### Cell placement, run 1

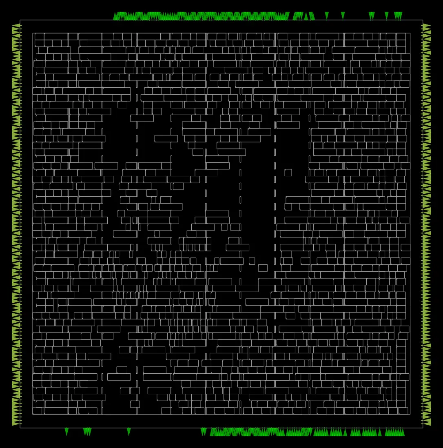
### Metal layers overlaid, run 1

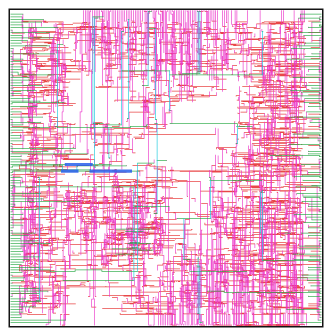
### Placement by cell class, run 1

Fill, decap, tap and diode cells in grey.
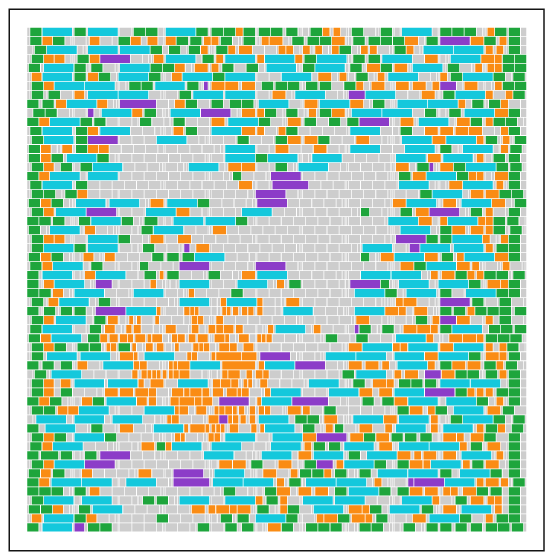
===== config.mk =====
export PLATFORM = sky130hd
export DESIGN_NAME = fpu_issue_ctrl
export DESIGN_NICKNAME = d
export VERILOG_FILES = /design/src/rtl/fpu_issue_ctrl.sv
export SDC_FILE = /design/constraint.sdc
export NUM_CORES = 1
export LEC_CHECK = 0
export ABC_AREA = 0
export CAP_MARGIN = 10
export CORE_AREA = 5 5 156 158
export DETAILED_ROUTE_END_ITERATION = 8
export DIE_AREA = 0 0 161 163
export PLACE_DENSITY = 0.8
export SLEW_MARGIN = 30
export SYNTH_ARGS = -nofsm -noshare
export SYNTH_HDL_FRONTEND = slang
export SYNTH_SLANG_ARGS = --single-unit

===== constraint.sdc =====
create_clock -name clk -period 6.6 [get_ports clk]
set_clock_uncertainty 0.2 [all_clocks]
set_input_delay 1.32 -clock clk [delete_from_list [all_inputs] [get_ports clk]]
set_output_delay 1.32 -clock clk [all_outputs]
set_load 0.05 [all_outputs]

===== src/rtl/fpu_issue_ctrl.sv =====
// FPU issue controller: accepts one request, drives the FPU (single-cycle or
// multi-cycle divide with busy timeout) and returns one tagged response.
module fpu_issue_ctrl #(
    parameter int unsigned DIV_TIMEOUT = 255
) (
    input  logic        clk,
    input  logic        reset,
    input  logic        req_valid,
    output logic        req_ready,
    input  logic [3:0]  req_op,
    input  logic [63:0] req_a,
    input  logic [63:0] req_b,
    input  logic [3:0]  req_tag,
    output logic        resp_valid,
    input  logic        resp_ready,
    output logic [63:0] resp_data,
    output logic        resp_err,
    output logic [3:0]  resp_tag,
    output logic [3:0]  fpu_op,
    output logic [63:0] fpu_a,
    output logic [63:0] fpu_b,
    input  logic        fpu_busy,
    input  logic [63:0] fpu_res
);

    localparam logic [2:0] S_IDLE    = 3'd0;
    localparam logic [2:0] S_EXEC    = 3'd1;
    localparam logic [2:0] S_DLAUNCH = 3'd2;
    localparam logic [2:0] S_DWAIT   = 3'd3;
    localparam logic [2:0] S_RESP    = 3'd4;

    localparam logic [3:0]  OP_NOP = 4'b0000;
    localparam logic [3:0]  OP_DIV = 4'b0011;
    localparam logic [15:0] TMO    = 16'(DIV_TIMEOUT);

    logic [2:0]  state_q, state_d;
    logic [3:0]  op_q, op_d;
    logic [63:0] a_q, a_d;
    logic [63:0] b_q, b_d;
    logic [3:0]  tag_q, tag_d;
    logic [15:0] cnt_q, cnt_d;
    logic [63:0] rdata_q, rdata_d;
    logic        rerr_q, rerr_d;
    logic [3:0]  rtag_q, rtag_d;
    logic        op_single;
    logic [15:0] cnt_inc;

    assign op_single = op_q inside {4'b0000, 4'b0001, 4'b0010, 4'b0100,
                                    4'b0101, 4'b0110, 4'b1001, 4'b1010,
                                    4'b1011, 4'b1100, 4'b1101};
    assign cnt_inc   = cnt_q + 16'd1;

    // Reset gates req_ready so every output reads zero while reset is held.
    assign req_ready  = (state_q == S_IDLE) && reset;
    assign resp_valid = (state_q == S_RESP);
    assign resp_data  = rdata_q;
    assign resp_err   = rerr_q;
    assign resp_tag   = rtag_q;

    always_comb begin
        state_d = state_q;
        op_d    = op_q;
        a_d     = a_q;
        b_d     = b_q;
        tag_d   = tag_q;
        cnt_d   = cnt_q;
        rdata_d = rdata_q;
        rerr_d  = rerr_q;
        rtag_d  = rtag_q;
        fpu_op  = OP_NOP;
        fpu_a   = '0;
        fpu_b   = '0;
        unique case (state_q)
            S_IDLE: begin
                if (req_valid) begin
                    op_d    = req_op;
                    a_d     = req_a;
                    b_d     = req_b;
                    tag_d   = req_tag;
                    state_d = (req_op == OP_DIV) ? S_DLAUNCH : S_EXEC;
                end
            end
            S_EXEC: begin
                rtag_d  = tag_q;
                state_d = S_RESP;
                if (op_single) begin
                    fpu_op  = op_q;
                    fpu_a   = a_q;
                    fpu_b   = b_q;
                    rdata_d = fpu_res;
                    rerr_d  = 1'b0;
                end else begin
                    rdata_d = '0;
                    rerr_d  = 1'b1;
                end
            end
            S_DLAUNCH: begin
                fpu_op = OP_DIV;
                fpu_a  = a_q;
                fpu_b  = b_q;
                // A busy divider (stale or relaunched) delays the launch.
                if (!fpu_busy) begin
                    cnt_d   = '0;
                    state_d = S_DWAIT;
                end
            end
            S_DWAIT: begin
                fpu_op = OP_DIV;
                fpu_a  = a_q;
                fpu_b  = b_q;
                rtag_d = tag_q;
                if (!fpu_busy) begin
                    rdata_d = fpu_res;
                    rerr_d  = 1'b0;
                    state_d = S_RESP;
                end else begin
                    cnt_d = cnt_inc;
                    if (cnt_inc >= TMO) begin
                        rdata_d = '0;
                        rerr_d  = 1'b1;
                        state_d = S_RESP;
                    end
                end
            end
            S_RESP: begin
                if (resp_ready) state_d = S_IDLE;
            end
            default: state_d = S_IDLE;
        endcase
    end

    always_ff @(posedge clk or negedge reset) begin
        if (!reset) begin
            state_q <= S_IDLE;
            op_q    <= '0;
            a_q     <= '0;
            b_q     <= '0;
            tag_q   <= '0;
            cnt_q   <= '0;
            rdata_q <= '0;
            rerr_q  <= 1'b0;
            rtag_q  <= '0;
        end else begin
            state_q <= state_d;
            op_q    <= op_d;
            a_q     <= a_d;
            b_q     <= b_d;
            tag_q   <= tag_d;
            cnt_q   <= cnt_d;
            rdata_q <= rdata_d;
            rerr_q  <= rerr_d;
            rtag_q  <= rtag_d;
        end
    end

endmodule


==> GITHUB_STEP_SUMMARY, run 1 <==
## Synthesis and layout report

| Metric | Value |
|---|---|
| Critical path data required time | roughly 5100 ps |
| CP startpoint kind | flop |
| Distinct lib cells | around 44 |
| Largest net degree at the start of global routing | approximately 86 |
| Arrival time worst endpoint | between 3000 and 4000 ps |
| Number of warnings reported in the yosys synthesis log | 0 |
| Clock root cell | clkbuf_16 |
| Result of the run | finished, final reports clean |
| Share of the clock period used by the worst path after layout | between 70% and 80% |
| Register share after synthesis | 58.00% |
| Dominant synthesized flop cell | dfrtp_1 |
| H-tree depth reported by CTS | 1 |
| Cell Area, Synth | slightly below 0.01 mm2 |
| Capture point of the worst reg-to-reg path | resp_data[49] |
| CTS sink cnt | ~220 |
| Final total negative setup slack | 0 ps |
| Largest stage delay on the critical path | between 800 and 900 ps |
| Gr ovfl total | 0 |
| Iteration count of the initial detailed-routing pass | 4 |
| Most used cell along the critical path | and2_1 |
| Clock buffers created by TritonCTS | 24 |
| Number of cells in Yosys stat | about 760 |
| Number of DRC markers in iteration 0 | about 360 |
| Area of the chip | 0.02624 mm2 |
| CP endpoint kind | output pin |
| Placement-stage worst setup slack | between 1500 and 2000 ps |
| Number of filler cells placed in the layout | approximately 1700 |
| EDFF count, synth | 0 |
| Critical path's top delay family | buffers and inverters |
| Remaining routing DRC violations | 0 |
| Finished Layout Cells | about 1500 |
| Sequential Area | approximately 0.0056 mm2 |
| TritonCTS clock tree | built |
| Global placer's final weighted congestion | 0.8282 |
| Yosys chip area | around 0.0097 mm2 |
| Final hold violation count | 0 |
| Overall fraction of global-route tracks in use | 21.36% |
| Post-Synth AOI/OAI Area | under 10% |
| Total wire length | around 29 mm |
Back to the opening pictures, 'Cell placement':
number of placement rows: 56
area inside the core boundary: 0.02298 mm2
register share of the cell area: 37.77%

Back to the opening pictures, 'Metal layers overlaid':
Key: metal 2 = magenta [wire length 14200 um]; metal 5 = blue [wire length 40.5 um]; metal 1 = red [wire length 11300 um]; metal 3 = green [wire length 2630 um]; metal 4 = cyan [wire length 864 um]

Back to the opening pictures, 'Placement by cell class':
Key: clock drivers and dummy loads = purple [cells 44, share of their area 6.1%]; remaining buffers and delay cells = green [cells 415, share of their area 29%]; sequential cells = cyan [cells 224, share of their area 39%]; combinational and other logic = orange [cells 480, share of their area 27%]

## run 1: final cells by class
| type | instances | area share [%] |
|---|---|---|
| Antenna cell | 3 | 0.05058 |
| Clock buffer | 34 | 4.847 |
| Clock inverter | 10 | 1.079 |
| Inverter | 3 | 0.07587 |
| Multi-Input combinational cell | 477 | 25.82 |
| Sequential cell | 224 | 37.77 |
| Tap cell | 290 | 2.445 |
| Timing Repair Buffer | 415 | 27.91 |
## run 1: routing by layer
metal	share of wire, %	routed length [um]	vias to the layer above
met2	49	14210	307
met5	0.14	40	-
met3	9.0	2627	57
li1	-	-	3446
met4	3.0	863	6
met1	39	11330	3581
## run 1: sequential cells by signal, summed over array words and instances (netlist names)
signal     count
state_q        3
op_q           4
resp_err       1
a_q           64
resp_tag       4
tag_q          4
b_q           64
resp_data     64
cnt_q         16
## run 1: worst reg2reg max path, stage by stage (launching register included)
cell and delay [ps]:
dfrtp_1 440, ha_1 300, nand3_2 180, nor3_1 580, a31oi_1 240, a2111oi_4 460, a31o_2 550, buf_4 490
a22o_1 240
## run 1: Yosys cell counts (5+ instances only)
library cell / instances / share of area (%)
a21oi_1: 7 / 0.36
a22o_1: 65 / 5.9
a31oi_1: 5 / 0.32
and2_1: 132 / 8.5
and3_1: 9 / 0.58
buf_6: 5 / 0.58
clkbuf_1: 39 / 1.5
dfrtp_1: 224 / 58
mux2_1: 56 / 6.5
mux2_2: 86 / 10
nand2_1: 19 / 0.74
nand3_1: 8 / 0.41
nor2_1: 23 / 0.89
o21ai_0: 21 / 1.1
o21ai_1: 6 / 0.31
xnor2_1: 5 / 0.45
## run 1: metrics by stage
step	cell area (um2)	hold WS, ps
2_1_floorplan	9664	248.9
3_3_place_gp	13950	259.0
3_5_place_dp	13950	266.8
4_1_cts	14830	280.6
5_1_grt	14840	284.8
6_report	14840	273.6
## run 1: cells by family (layout without fill, tap and decap cells)
| family | Yosys count | count (layout) |
|---|---|---|
| flip-flops | 224 | 224 |
| AND/OR/NAND/NOR | 209 | 209 |
| multiplexers | 144 | 144 |
| AND-OR/OR-AND | 117 | 117 |
| buffers and inverters | 54 | 462 |
| XOR/XNOR | 5 | 5 |
| adder cells (fa/ha/maj) | 2 | 2 |
| other | 0 | 3 |
## run 1: worst max-delay path by stage
stage                      endpoint  cells after the start  slack, ps
after floorplan           fpu_a[10]                      8       2970
after global placement    fpu_b[35]                      8       1990
after detailed placement  fpu_b[35]                      8       1980
after CTS                 fpu_b[35]                      8       1410
after global routing      fpu_b[35]                      8       1170
final                     fpu_b[35]                      8       1440
### Pin map, run 1

Pins as bars across the die edge, other pins in grey.
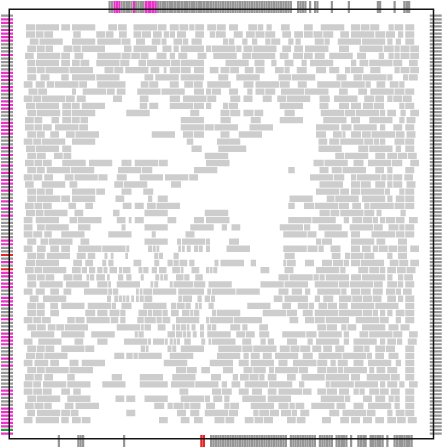

==> run 2, diff against run 1 <==
- CORE_AREA: 5 5 156 158 -> default
- CORE_ASPECT_RATIO: default -> 1.4
- CORE_MARGIN: default -> 5
- CORE_UTILIZATION: default -> 43
- DIE_AREA: 0 0 161 163 -> default
- PLACE_DENSITY: 0.8 -> 0.81
- clock period: 6.6 -> 4.89 ns (I/O delays scaled with it)
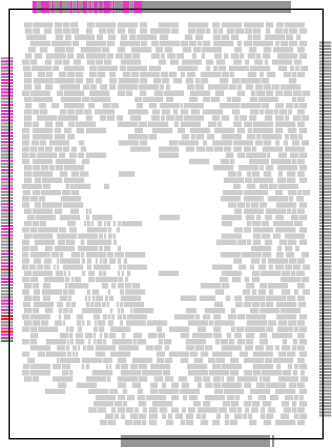
*Pin map, run 2*
Pins as bars across the die edge, other pins in grey.
Key: fpu_res = magenta [pins 64, direction input, edge 37 left, 27 top]; fpu_op = red [pins 4, direction output, edge left]; fpu_busy = green [pins 1, direction input, edge left]

==> run 2 against run 1 <==
  * Register-to-register slack worse by 1500 ps
  * Synthesized cell count unchanged
  * Non-clock buffer count up 4
  * Largest cell class unchanged
  * Highest routed layer is now met4
==> GITHUB_STEP_SUMMARY, run 2 <==
## Synthesis and layout report

| Metric | Value |
|---|---|
| Result of the run | finished, final reports clean |
| Total wire length | 28.79 mm (-0.98%) |
| CP startpoint kind | flop |
| Finished Layout Cells | 1465 (+0.62%) |
| CP endpoint kind | output pin |
| Number of DRC markers in iteration 0 | 290 (-19%) |
| Most used cell along the critical path | and2_1 |
| Cell Area, Synth | 0.009664 mm2 (unchanged) |
| Overall fraction of global-route tracks in use | 21.92% (+0.56 points) |
| Remaining routing DRC violations | 0 (unchanged) |
| Distinct lib cells | 44 (unchanged) |
| Biggest area contributors in the synthesized netlist | dfrtp_1 (58%), mux2_2 (10%), and2_1 (8.5%) |
| Critical path data required time | 3710 ps (-1370 ps) |
| Global placer's final weighted congestion | 0.8136 (-1.8%) |
| Final total negative setup slack | 0 ps (unchanged) |
| Most area-hungry cell type in the Yosys netlist | dfrtp_1 |
| Top Layer Used | met4 |
| Most common cell in the netlist | dfrtp_1 |
| EDFF count, synth | 0 (unchanged) |
| CTS sink cnt | 224 (unchanged) |
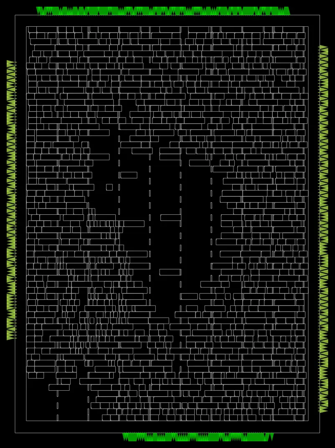
*Cell placement, run 2*
share of the core filled with cells: 66.15%
number of filler cells placed in the layout: 1701
number of placement rows: 65

[run 2: final timing paths]
kind | from | to | slack, ps | cells past startpoint
max | op_q[3] | fpu_a[23] | 340 | 8
min | reset | resp_data[38] | 120 | 1
max reg2reg | cnt_q[0] | resp_data[30] | 1330 | 8
min reg2reg | b_q[46] | b_q[46] | 270 | 1
max in group asynchronous | reset | b_q[57] | 3260 | 2
min in group clk | b_q[46] | b_q[46] | 270 | 1
[run 2: metrics by stage]
| step | util, % | hold WS [ps] | setup slack, ps |
|---|---|---|---|
| floorplan | - | 248.9 | 1604 |
| detailed placement | 62.80 | 266.9 | 847.5 |
| global route | 66.15 | 132.7 | 126.8 |
| CTS | 66.14 | 120.6 | 290.1 |
| finish | 66.15 | 122.8 | 339.1 |
| global placement | 62.80 | 258.6 | 898.3 |
[run 2: logic make-up after synthesis]
family | share of synthesized area [%]
multiplexers | 16.75
XOR/XNOR | 0.4531
AND-OR/OR-AND | 9.309
AND/OR/NAND/NOR | 12.70
adder cells (fa/ha/maj) | 0.2589
flip-flops | 58.00
buffers and inverters | 2.524
[run 2: area by class of cell]
cell class	count	area [um2]	area share [%]
Inverter	3	11.26	0.07612
Sequential cell	224	5605	37.89
Multi-Input combinational cell	477	3832	25.90
Clock inverter	6	80.08	0.5413
Timing Repair Buffer	419	4219	28.52
Tap cell	301	376.6	2.546
Antenna cell	1	2.502	0.01691
Clock buffer	34	666.9	4.508
[run 2: layer usage]
| layer | up-vias | global-route usage (%) |
|---|---|---|
| li1 | 3437 | - |
| met1 | 3618 | 23.30 |
| met2 | 317 | 39.83 |
| met3 | 75 | 6.539 |
| met4 | 0 | 8.766 |
| met5 | - | 0 |
